### src/rtl/piso_shift_tx_if.sv
// Load/serial bundle for the parallel-in/serial-out transmitter.
// master: word source and shift-tick generator (drives load_valid, d, msb_first, en).
// slave:  the transmitter (drives load_ready, sout, busy, done).
interface piso_shift_tx_if #(
    parameter int N = 8
);
    logic         load_valid;
    logic         load_ready;
    logic [N-1:0] d;
    logic         msb_first;
    logic         en;
    logic         sout;
    logic         busy;
    logic         done;

    modport master (
        output load_valid, d, msb_first, en,
        input  load_ready, sout, busy, done
    );

    modport slave (
        input  load_valid, d, msb_first, en,
        output load_ready, sout, busy, done
    );
endinterface

### src/rtl/piso_shift_tx.sv
// Purpose: parallel-in/serial-out transmitter, MSB- or LSB-first, one bit per en tick.
// Latency: first bit on sout the cycle after accept; done pulses N+1 cycles after accept with en held high.
// Backpressure: load_ready low while shifting; en gaps stretch the current bit.
//
// Ports:
//   clk, rst  - rising-edge clock, asynchronous active-high reset
//   syn_clr   - synchronous abort back to idle (no done pulse, no accept that edge)
//   tx.*      - load handshake (load_valid/load_ready, d, msb_first), shift tick en,
//               serial output sout, status busy and done
module piso_shift_tx #(
    parameter int N = 8
) (
    input  logic                 clk,
    input  logic                 rst,
    input  logic                 syn_clr,
    piso_shift_tx_if.slave       tx
);

    localparam int CNT_W = $clog2(N);

    typedef enum logic {
        IDLE  = 1'b0,
        SHIFT = 1'b1
    } state_t;

    state_t           state;
    logic [N-1:0]     shreg;
    logic [CNT_W-1:0] cnt;
    logic             dir;
    logic             done_q;

    always_ff @(posedge clk or posedge rst) begin
        if (rst) begin
            state  <= IDLE;
            shreg  <= '0;
            cnt    <= '0;
            dir    <= 1'b0;
            done_q <= 1'b0;
        end else if (syn_clr) begin
            // dir is left alone: it only matters once a new word is accepted
            state  <= IDLE;
            shreg  <= '0;
            cnt    <= '0;
            done_q <= 1'b0;
        end else begin
            done_q <= 1'b0;
            case (state)
                IDLE: begin
                    if (tx.load_valid) begin
                        shreg <= tx.d;
                        dir   <= tx.msb_first;
                        cnt   <= CNT_W'(N - 1);
                        state <= SHIFT;
                    end
                end
                SHIFT: begin
                    if (tx.en) begin
                        if (cnt == '0) begin
                            state  <= IDLE;
                            shreg  <= '0;
                            done_q <= 1'b1;
                        end else begin
                            // shift toward whichever end feeds sout, zero fill
                            shreg <= dir ? {shreg[N-2:0], 1'b0} : {1'b0, shreg[N-1:1]};
                            cnt   <= cnt - CNT_W'(1);
                        end
                    end
                end
                default: state <= IDLE;
            endcase
        end
    end

    // Outputs decode registered state only, so load_ready never depends on load_valid.
    assign tx.load_ready = (state == IDLE);
    assign tx.busy       = (state == SHIFT);
    assign tx.sout       = (state == SHIFT) ? (dir ? shreg[N-1] : shreg[0]) : 1'b0;
    assign tx.done       = done_q;

endmodule

### src/flat_wrapper.sv
// flat-port wrapper written by rule: the top's interface ports become plain ports
module piso_shift_tx_flat 
#(
    parameter int N = 8
)
  (clk, rst, syn_clr, tx_load_valid, tx_d, tx_msb_first, tx_en, tx_load_ready, tx_sout, tx_busy, tx_done);
  piso_shift_tx_if #(.N(N)) tx_i ();
  input  logic clk;
  input  logic rst;
  input  logic syn_clr;
  input wire logic [$bits(tx_i.load_valid)-1:0] tx_load_valid;
  input wire logic [$bits(tx_i.d)-1:0] tx_d;
  input wire logic [$bits(tx_i.msb_first)-1:0] tx_msb_first;
  input wire logic [$bits(tx_i.en)-1:0] tx_en;
  output wire logic [$bits(tx_i.load_ready)-1:0] tx_load_ready;
  output wire logic [$bits(tx_i.sout)-1:0] tx_sout;
  output wire logic [$bits(tx_i.busy)-1:0] tx_busy;
  output wire logic [$bits(tx_i.done)-1:0] tx_done;
  assign tx_i.load_valid = tx_load_valid;
  assign tx_i.d = tx_d;
  assign tx_i.msb_first = tx_msb_first;
  assign tx_i.en = tx_en;
  assign tx_load_ready = tx_i.load_ready;
  assign tx_sout = tx_i.sout;
  assign tx_busy = tx_i.busy;
  assign tx_done = tx_i.done;
  piso_shift_tx #(.N(N)) u_core (.clk(clk), .rst(rst), .syn_clr(syn_clr), .tx(tx_i));
endmodule
### config.mk
export PLATFORM = sky130hd
export DESIGN_NAME = piso_shift_tx_flat
export DESIGN_NICKNAME = d
export VERILOG_FILES = /design/src/rtl/piso_shift_tx_if.sv /design/src/rtl/piso_shift_tx.sv /design/src/flat_wrapper.sv
export SDC_FILE = /design/constraint.sdc
export NUM_CORES = 1
export LEC_CHECK = 0
export CORE_ASPECT_RATIO = 0.75
export CORE_UTILIZATION = 43
export DETAILED_ROUTE_END_ITERATION = 8
export PLACE_DENSITY = 0.76
export SLEW_MARGIN = 20
export SYNTH_ARGS = -nofsm -noshare
export SYNTH_HDL_FRONTEND = slang
export SYNTH_SLANG_ARGS = --single-unit
### constraint.sdc
create_clock -name clk -period 1.6 [get_ports clk]
set_clock_uncertainty 0.2 [all_clocks]
set_input_delay 0.32 -clock clk [delete_from_list [all_inputs] [get_ports clk]]
set_output_delay 0.32 -clock clk [all_outputs]
set_load 0.01 [all_outputs]
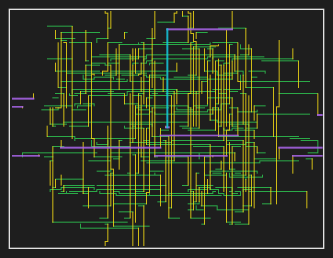
(images/layers.png)
Drawn at 6 px/µm.
M1: in green, wire length 959 µm. M2: in yellow, wire length 939 µm. M3: in purple, wire length 74.5 µm. M4: in cyan, wire length 16.3 µm.

==> flow_summary.json <==
{
  "run_status": "finished, violations left",
  "violations": "setup timing",
  "fin_ws_ns": -0.00137,
  "syn_area_um2": 811,
  "drc": 0,
  "fillers": 138,
  "comb_area_um2": 434,
  "worstSetupStartpointType": "flop",
  "h-tree-depth": 1,
  "ys_sh_adder_pct": 3.09,
  "ys_area_um2": 811,
  "switching_share_pct": 29.5,
  "cp_slowest_cell": "dfrtp_1",
  "logic_gates": 48,
  "synthArstFlopShare_pct": 100,
  "startpoint": "u_core.cnt[0]",
  "final-setup-viol-count": 1,
  "wirelength_um": 1990,
  "powerSeq_uw": 423,
  "postCtsSetupBuffers": 4,
  "non_clock_buffer_count": 40,
  "grt_pass1_wl_um": 3140,
  "reg.largest.list": "u_core.shreg (8), u_core.cnt (3)",
  "finish.utilization_pct": 68.4,
  "grt_max_degree": 15,
  "layout_top_cells": "22 x buf_4, 14 x dfrtp_1, 13 x clkdlybuf4s50_1",
  "crit_cells": 6,
  "hp-class": "input port to async pin",
  "combPwrFrac_pct": 33.9,
  "common_cells": "14 x dfrtp_1, 8 x a22o_1, 7 x mux2i_1",
  "ctsHoldBuffers": 0,
  "core_area_mm2": 0.00176,
  "globalRouteTotalUtil_pct": 22.4
}
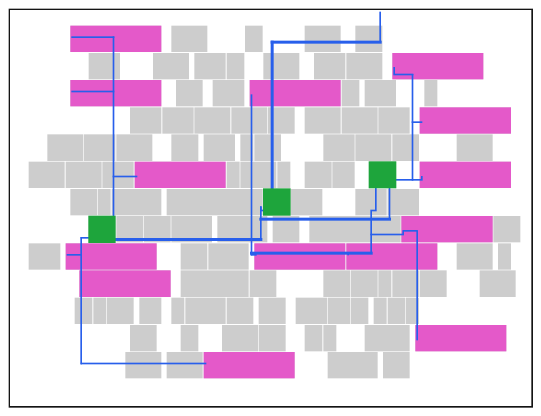
(images/clock_wires.png)
Drawn at 10 px/µm.
flip-flops: in magenta, count 14. clock wires: in blue, length 199 µm. clock-net drivers: in green, count 3.
There are 4 routed clock nets.

